$ cat src/rtl/fifo_write_arbiter.sv
// Round-robin arbiter sharing one fifo write port among NREQ burst requesters.
// A burst is granted whole, and only when the fifo's free space can hold all of its words.
module fifo_write_arbiter #(
    parameter int unsigned NREQ          = 4,
    parameter int unsigned DATA_WIDTH    = 8,
    parameter int unsigned ADDRESS_WIDTH = 12,
    parameter int unsigned LEN_WIDTH     = 4
) (
    input  logic                         i_clk,
    input  logic                         i_reset_n,
    input  logic [NREQ-1:0]              i_req_valid,
    input  logic [NREQ*LEN_WIDTH-1:0]    i_req_len,
    input  logic [NREQ*DATA_WIDTH-1:0]   i_req_data,
    output logic [NREQ-1:0]              o_req_ready,
    output logic [NREQ-1:0]              o_grant,
    output logic                         o_busy,
    output logic                         o_fifo_write,
    output logic [DATA_WIDTH-1:0]        o_fifo_write_data,
    input  logic                         i_fifo_full,
    input  logic [ADDRESS_WIDTH:0]       i_fifo_free_count
);

    localparam int unsigned IdxW = (NREQ > 1) ? $clog2(NREQ) : 1;
    localparam int unsigned CntW = ADDRESS_WIDTH + 1;

    typedef enum logic [0:0] {
        StIdle,
        StBurst
    } state_e;

    state_e                r_state, w_state_next;
    logic [IdxW-1:0]       r_owner, w_owner_next;
    logic [IdxW-1:0]       r_last_owner, w_last_owner_next;
    logic [LEN_WIDTH-1:0]  r_remaining, w_remaining_next;
    logic [NREQ-1:0]       r_grant, w_grant_next;

    logic [NREQ-1:0]       w_eligible;
    logic [IdxW-1:0]       w_scan;
    logic                  w_cand_found;
    logic [IdxW-1:0]       w_cand;
    logic [LEN_WIDTH-1:0]  w_cand_len;
    logic                  w_cand_fits;
    logic                  w_in_burst;
    logic                  w_owner_valid;
    logic [DATA_WIDTH-1:0] w_owner_data;
    logic                  w_wr;

    function automatic logic [IdxW-1:0] wrap_idx(input logic [IdxW-1:0] base,
                                                 input int unsigned step);
        int unsigned sum;
        sum = 32'(base) + step;
        return IdxW'(sum % NREQ);
    endfunction

    always_comb begin
        w_eligible = '0;
        for (int unsigned i = 0; i < NREQ; i++) begin
            w_eligible[i] = i_req_valid[i] && (i_req_len[i*LEN_WIDTH +: LEN_WIDTH] != '0);
        end
    end

    // Scan starts just after the last owner, so the last owner has lowest priority.
    always_comb begin
        w_cand_found = 1'b0;
        w_cand       = '0;
        w_scan       = '0;
        for (int unsigned k = 1; k <= NREQ; k++) begin
            w_scan = wrap_idx(r_last_owner, k);
            if (!w_cand_found && w_eligible[w_scan]) begin
                w_cand_found = 1'b1;
                w_cand       = w_scan;
            end
        end
    end

    assign w_cand_len    = i_req_len[w_cand*LEN_WIDTH +: LEN_WIDTH];
    assign w_cand_fits   = CntW'(w_cand_len) <= i_fifo_free_count;

    assign w_in_burst    = (r_state == StBurst);
    assign w_owner_valid = i_req_valid[r_owner];
    assign w_owner_data  = i_req_data[r_owner*DATA_WIDTH +: DATA_WIDTH];
    assign w_wr          = w_in_burst && w_owner_valid && !i_fifo_full;

    assign o_busy            = w_in_burst;
    assign o_grant           = r_grant;
    assign o_fifo_write      = w_wr;
    assign o_fifo_write_data = w_in_burst ? w_owner_data : '0;

    always_comb begin
        o_req_ready = '0;
        if (w_wr) begin
            o_req_ready[r_owner] = 1'b1;
        end
    end

    // A candidate that does not fit blocks arbitration rather than letting a smaller
    // burst overtake it; this keeps long bursts from starving.
    always_comb begin
        w_state_next      = r_state;
        w_owner_next      = r_owner;
        w_last_owner_next = r_last_owner;
        w_remaining_next  = r_remaining;
        w_grant_next      = r_grant;
        case (r_state)
            StIdle: begin
                if (w_cand_found && w_cand_fits) begin
                    w_state_next         = StBurst;
                    w_owner_next         = w_cand;
                    w_remaining_next     = w_cand_len;
                    w_grant_next         = '0;
                    w_grant_next[w_cand] = 1'b1;
                end
            end
            StBurst: begin
                if (w_wr) begin
                    w_remaining_next = r_remaining - LEN_WIDTH'(1);
                    if (r_remaining == LEN_WIDTH'(1)) begin
                        w_state_next      = StIdle;
                        w_last_owner_next = r_owner;
                        w_grant_next      = '0;
                    end
                end
            end
            default: begin
                w_state_next = StIdle;
                w_grant_next = '0;
            end
        endcase
    end

    always_ff @(posedge i_clk or negedge i_reset_n) begin
        if (!i_reset_n) begin
            r_state      <= StIdle;
            r_owner      <= '0;
            r_last_owner <= IdxW'(NREQ - 1);
            r_remaining  <= '0;
            r_grant      <= '0;
        end else begin
            r_state      <= w_state_next;
            r_owner      <= w_owner_next;
            r_last_owner <= w_last_owner_next;
            r_remaining  <= w_remaining_next;
            r_grant      <= w_grant_next;
        end
    end

endmodule

$ cat config.mk
export PLATFORM = sky130hd
export DESIGN_NAME = fifo_write_arbiter
export DESIGN_NICKNAME = d
export VERILOG_FILES = /design/src/rtl/fifo_write_arbiter.sv
export SDC_FILE = /design/constraint.sdc
export NUM_CORES = 1
export LEC_CHECK = 0
export ABC_CLOCK_PERIOD_IN_PS = 3500
export CAP_MARGIN = 20
export CORE_MARGIN = 5
export CORE_UTILIZATION = 25
export CTS_CLUSTER_DIAMETER = 200
export DETAILED_ROUTE_END_ITERATION = 10
export PLACE_DENSITY_LB_ADDON = 0.08
export SYNTH_ARGS = -nofsm -noshare
export SYNTH_HDL_FRONTEND = slang
export SYNTH_SLANG_ARGS = --single-unit
$ cat constraint.sdc
create_clock -name i_clk -period 3.5 [get_ports i_clk]
set_input_delay 1.05 -clock i_clk [delete_from_list [all_inputs] [get_ports i_clk]]
set_output_delay 1.05 -clock i_clk [all_outputs]
set_load 0.03 [all_outputs]
Fig. 1: run 1, signal wires by layer
Only two layers are drawn.
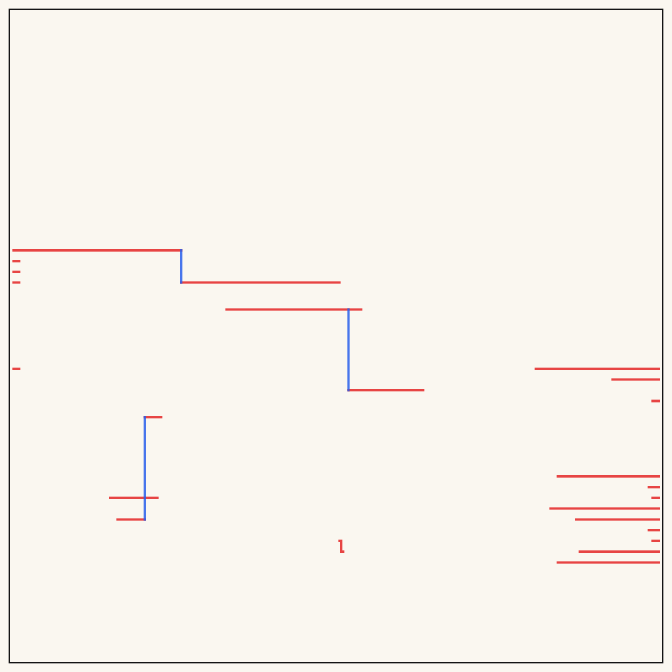
- M3: red (wire length 170 um)
- M4: blue (wire length 27.2 um)

Fig. 2: run 1, track usage over the die
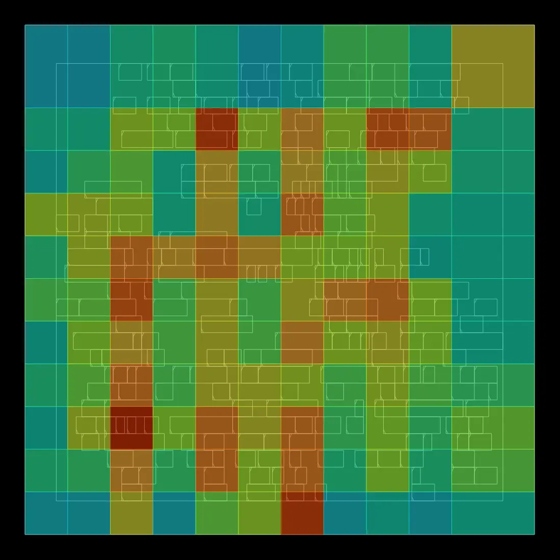
Total Routing Usage GR: 14.3%
met1 demand-to-capacity share in global routing: 17.3%
GRT busiest layer: met2
Routed wire per std cell: 15.6 um

Fig. 3: run 1, ports around the boundary
Pins as bars across the die edge, other pins in grey.
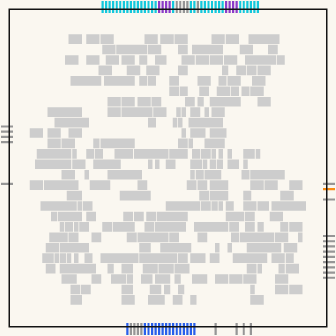
- o_busy: orange (pins 1; direction output; edge right)
- i_req_len: blue (pins 16; direction input; edge bottom)
- i_req_data: cyan (pins 32; direction input; edge top)
- o_fifo_write_data: purple (pins 8; direction output; edge top)
vertical die dimension: 82.4 um
Die Wd: 82.4 um
count of input and output buffers: 85

run 1: sequential cells by signal (all words and copies together) (netlist names):
name and flops:
r_last_owner 2, o_busy 1, r_owner 2, o_grant 4
r_remaining 4
run 1: logic make-up after synthesis:
kind of cell | count (synthesis) | synth area share (%)
buffers and inverters | 17 | 5.06
and+or+nand+nor | 52 | 21.5
muxes | 15 | 24.1
DFF | 13 | 25.0
adders and majority gates | 6 | 5.73
xor gates and xnor gates | 2 | 1.34
AOI/OAI and AO/OA | 23 | 17.3
run 1: power breakdown:
part	switching (mW)	internal (mW)
clock	0.0612	0.0788
combinational	0.524	0.617
sequential	0.108	0.226
run 1: layer usage:
metal	up-vias	GRT usage (%)	part of all wire [%]
met1	710	17.3	41
li1	712	-	-
met5	-	0	0
met3	6	3.69	3.5
met2	26	25.9	55
met4	0	1.83	0.55
==> CHANGELOG.md, run 1 <==
### Implementation results

- Post-synthesis sequential area ratio: ~25%
- Final worst-path setup slack: -396 ps
- Clock buf/inv share: under 10%
- Number of logic gates: 98
- Syn Area/Cell: just over 10 um2
- Cts repair resizes: 70
- TritonCTS Sinks: 13
- Number of nets in the layout: 318
- Async set or reset register ratio after synthesis: 100%
- Hold worst-path end: o_grant[0]$_DFFE_PN0P_
- Total number of yosys warnings: 0
- Count of endpoints failing setup in the final report: 16
- Top Layout Cells: sky130_fd_sc_hd__clkdlybuf4s50_1 (52), sky130_fd_sc_hd__buf_4 (40), sky130_fd_sc_hd__mux4_2 (13)
- Violations in the final reports: negative setup slack
- Total gr overflow: 0
- Pwr Density: 619 nW/um2
- Root Buffer Master: sky130_fd_sc_hd__clkbuf_8
- Hold_buf cts: 0
- Fraction of final layout cells with drive strength greater than 1: 40.7%
- Final worst clock skew: 3.11 ps
- Register cell area after layout: between 300 and 400 um2
- Total wire length after detailed routing: 4900 um
- Peak fanout along the critical path: 6
- Hold/Removal Path Class: reg -> reg
- Summed standard-cell area reported by yosys: 1310 um2
- Run status: complete, but fails checks
- Count of warning messages emitted by the tools: 30
- HPWL after detailed placement: 4060 um
- Wire length of the first global-routing pass: 7390 um
- Tightest Pin Transition: between 600 and 700 ps
- Static power due to leakage: 1.12 nW
- Buffers inserted by post-CTS timing repair: 8
- Final Total Pwr: 1.62 mW
- Placement-stage worst setup slack: -1060 ps
- Number of cells traversed by the worst register-to-register path: 14
- Post-layout util: 51.1%
- Top cell category: buffers
- Iteration-0 DRC count of the detailed router: 35
- H-Tree Depth: 1
- Top logic cell by instance count in the layout: sky130_fd_sc_hd__clkdlybuf4s50_1
- I/O Pins: 86
- GPL Wtd Cong: 0.759
- Main flop type after synthesis: sky130_fd_sc_hd__dfrtp_1
- Layout Area Growth over Synthesis: 99.2%
- EDFF count, synth: 0
Fig. 4: run 1, where the registers sit
Other sequential cells in the stronger grey, the rest of the logic in the fainter grey.
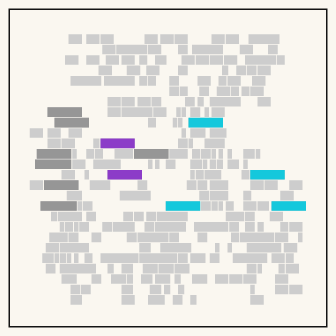

==> inputs of run 2 (changes only) <==
--- a/config.mk
+++ b/config.mk
@@ -5,13 +5,15 @@
 export SDC_FILE = /design/constraint.sdc
 export NUM_CORES = 1
 export LEC_CHECK = 0
-export ABC_CLOCK_PERIOD_IN_PS = 3500
+export ABC_CLOCK_PERIOD_IN_PS = 3100
 export CAP_MARGIN = 20
 export CORE_MARGIN = 5
 export CORE_UTILIZATION = 25
 export CTS_CLUSTER_DIAMETER = 200
+export CTS_CLUSTER_SIZE = 25
 export DETAILED_ROUTE_END_ITERATION = 10
 export PLACE_DENSITY_LB_ADDON = 0.08
+export RECOVER_POWER = 50
 export SYNTH_ARGS = -nofsm -noshare
 export SYNTH_HDL_FRONTEND = slang
 export SYNTH_SLANG_ARGS = --single-unit
==> constraint.sdc (replaced) <==
create_clock -name i_clk -period 3.1 [get_ports i_clk]
set_input_delay 0.93 -clock i_clk [delete_from_list [all_inputs] [get_ports i_clk]]
set_output_delay 0.93 -clock i_clk [all_outputs]
set_load 0.03 [all_outputs]
Fig. 5: run 2, where the registers sit
Other sequential cells in the stronger grey, the rest of the logic in the fainter grey.
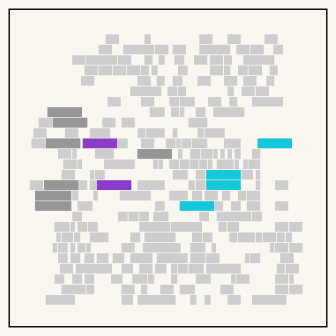
- r_remaining: cyan (flops 4)
- r_owner: purple (flops 2)
- not coloured: 7

Fig. 6: run 2, signal wires on met3
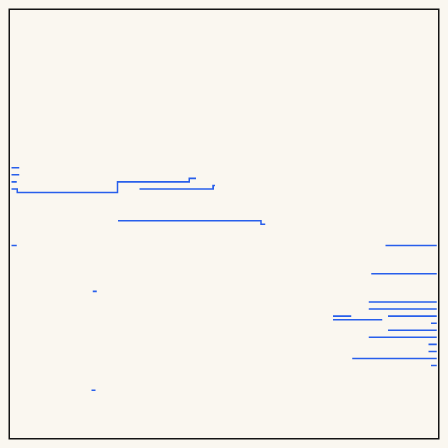
- nets with wire on the layer: 22
- longest straight run: 27.4 um
- main direction: horizontal
total wire length after detailed routing: 5030 um
total via count in the routed design: 1465

==> run 2 against run 1 <==
The run still ends with negative setup slack left. Final area shrank 0.24%. Wire length increased by 2.6%. Register-to-register slack lost 250 ps. Final cell count rose by 0.32%. Global-route usage increased by 0.65 points. Area after synthesis unchanged. Non-clock buffer count grew 1. Power grew 14%. Critical path depth is 2 lower. Largest cell class unchanged. Largest power group unchanged. Highest routed layer unchanged.
==> CHANGELOG.md, run 2 <==
### Implementation results

- Switch share: 42.9% (-0.044 points)
- Violations in the final reports: negative setup slack
- Syn Area/Cell: 10.2 um2 (unchanged)
- Clock network fraction of total power: 8.2% (-0.5 points)
- I/O Pins: 86 (unchanged)
- Final worst-path setup slack: -603 ps (-207 ps)
- Routed length on met1: 1930 um (-3.4%)
- Final worst clock skew: 1.98 ps (-1.13 ps)
- Die Wd: 82.4 um (unchanged)
- Global Route met3 Usage: 3.04% (-0.65 points)
- Pwr Density: 706 nW/um2 (+14%)
- Met1 demand-to-capacity share in global routing: 16.9% (-0.37 points)
- Count of warning messages emitted by the tools: 30 (unchanged)
- Post-layout util: 51.0% (-0.12 points)
- Run status: complete, but fails checks
- Top cell category: buffers
- Top Layout Cells: sky130_fd_sc_hd__clkdlybuf4s50_1 (52), sky130_fd_sc_hd__buf_4 (36), sky130_fd_sc_hd__mux4_2 (13)
- Routed wire per std cell: 16.0 um (+2.3%)
- Vertical die dimension: 82.4 um (unchanged)
- Total Routing Usage GR: 14.9% (+0.65 points)
- Total gr overflow: 0 (unchanged)
- Main flop type after synthesis: sky130_fd_sc_hd__dfrtp_1
- Root Buffer Master: sky130_fd_sc_hd__clkbuf_8
- Number of cells traversed by the worst register-to-register path: 12 (-2)
- Uppermost layer routed: met4
- Post-synthesis sequential area ratio: 25.0% (unchanged)
- Layout Area Growth over Synthesis: 98.8%
- GRT busiest layer: met2
- Iteration-0 DRC count of the detailed router: 36 (+2.9%)
- Number of logic gates: 98 (unchanged)
- Summed standard-cell area reported by yosys: 1310 um2 (unchanged)
- Register cell area after layout: 328 um2 (unchanged)
- Net switching power of the design: 0.788 mW (+14%)
- Wire length of the first global-routing pass: 7750 um (+4.9%)
- Fraction of final layout cells with drive strength greater than 1: 42.6% (+1.9 points)
- GPL Wtd Cong: 0.808 (+6.5%)
- Count of endpoints failing setup in the final report: 16 (unchanged)
- Power Internal: 1.05 mW (+14%)
## run 2: cell counts after synthesis
Identical to the previous run, type by type.
## run 2: logic make-up (layout without fill, tap and decap cells)
| group | Yosys count | in the layout | synth area share (%) |
|---|---|---|---|
| and+or+nand+nor | 52 | 52 | 21.5 |
| xor gates and xnor gates | 2 | 2 | 1.34 |
| DFF | 13 | 13 | 25.0 |
| buffers and inverters | 17 | 133 | 5.06 |
| adders and majority gates | 6 | 6 | 5.73 |
| AOI/OAI and AO/OA | 23 | 23 | 17.3 |
| muxes | 15 | 15 | 24.1 |
## run 2: repair_timing
item                                    in CTS  in global routing
endpoints found under the setup margin      22                 17
cloned                                       1                  0
pin swaps                                   16                 13
hold buffers                                 0                  0
gates resized                               97                 14
buffers inserted                             9                  2
==> inputs of run 3 (changes only) <==
--- a/config.mk
+++ b/config.mk
@@ -9,7 +9,7 @@
 export CAP_MARGIN = 20
 export CORE_MARGIN = 5
 export CORE_UTILIZATION = 25
-export CTS_CLUSTER_DIAMETER = 200
+export CTS_CLUSTER_DIAMETER = 50
 export CTS_CLUSTER_SIZE = 25
 export DETAILED_ROUTE_END_ITERATION = 10
 export PLACE_DENSITY_LB_ADDON = 0.08
Fig. 7: run 3, signal wires on met3
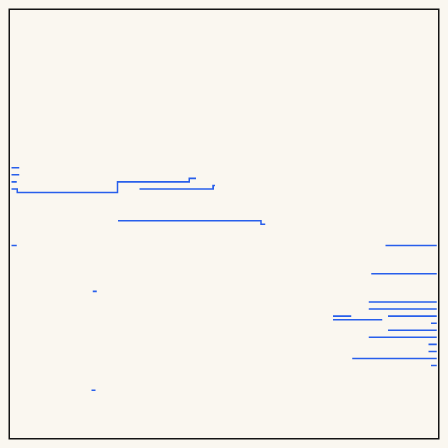
- nets with wire on the layer: 22
- longest straight run: 27.4 um
- share of all routed wire: 3.9%
- main direction: horizontal
- wire length on this layer: 197 um

==> run 3 against run 2 <==
The flow still finishes with violations (negative setup slack). Final area unchanged. Sequential power barely moved. Largest power group unchanged. Critical endpoint unchanged. Synthesized cell count stayed put.
==> CHANGELOG.md, run 3 <==
### Implementation results

- Count of warning messages emitted by the tools: 30 (unchanged)
- Main flop type after synthesis: sky130_fd_sc_hd__dfrtp_1
- Buffers inserted by post-CTS timing repair: 9 (unchanged)
- Root Buffer Master: sky130_fd_sc_hd__clkbuf_8
- Number of cells traversed by the worst register-to-register path: 12 (unchanged)
- Fraction of final layout cells with drive strength greater than 1: 42.6% (unchanged)
- Run status: complete, but fails checks
- Number of logic gates: 98 (unchanged)
- Die Wd: 82.4 um (unchanged)
- Summed standard-cell area reported by yosys: 1310 um2 (unchanged)
- Violations in the final reports: negative setup slack
- Switch share: 42.9% (unchanged)
- Iteration-0 DRC count of the detailed router: 36 (unchanged)
- Pwr Density: 706 nW/um2 (unchanged)
- Total wire length after detailed routing: 5030 um (unchanged)
- FP Util: approximately a quarter
- I/O Pins: 86 (unchanged)
- GPL Wtd Cong: 0.808 (unchanged)
- Post-synthesis sequential area ratio: 25.0% (unchanged)
- Count of endpoints failing setup in the final report: 16 (unchanged)
- Top cell category: buffers
- Total via count in the routed design: 1465 (unchanged)
- Net switching power of the design: 0.788 mW (unchanged)
- Final worst-path setup slack: -603 ps (unchanged)
- Layout Area Growth over Synthesis: 98.8% (unchanged)
- Top Layout Cells: sky130_fd_sc_hd__clkdlybuf4s50_1 (52), sky130_fd_sc_hd__buf_4 (36), sky130_fd_sc_hd__mux4_2 (13)
Fig. 8: run 3, signal wires by layer
Only two layers are drawn.
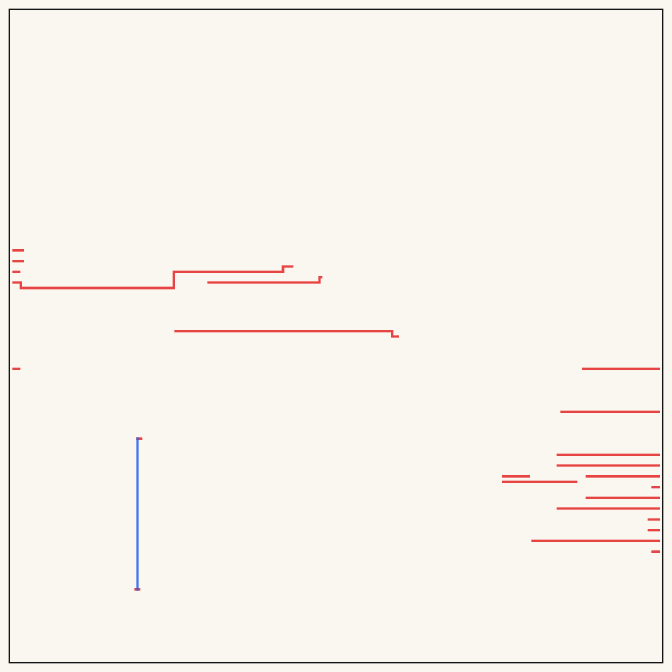
- M3: red (wire length 197 um)
- M4: blue (wire length 19.0 um)
Total Routing Usage GR: 14.9%
Routed wire per std cell: 16.0 um

[run 3: cell counts after synthesis]
No cell type changed its count.
[run 3: through the flow]
step                utilization (%)  cell area [um2]
floorplan                         -             1370
global placement               47.9             2450
detailed placement             47.9             2450
CTS                            50.2             2570
global route                   51.0             2600
finish                         51.0             2600
[run 3: cells by family after synthesis]
logic type               share of synthesized area [%]
AND/OR/NAND/NOR                                   21.5
buffers and inverters                             5.06
multiplexers                                      24.1
AND-OR/OR-AND                                     17.3
XOR/XNOR                                          1.34
flip-flops                                        25.0
adder cells (fa/ha/maj)                           5.73
[run 3: metal layers]
metal  wire, um  GRT usage, %
met1       1930          16.9
met2       2880          28.9
met3        197          3.04
met4         19          2.16
met5          0             0
No activity file was given, so power comes from the tool's default toggle rates.
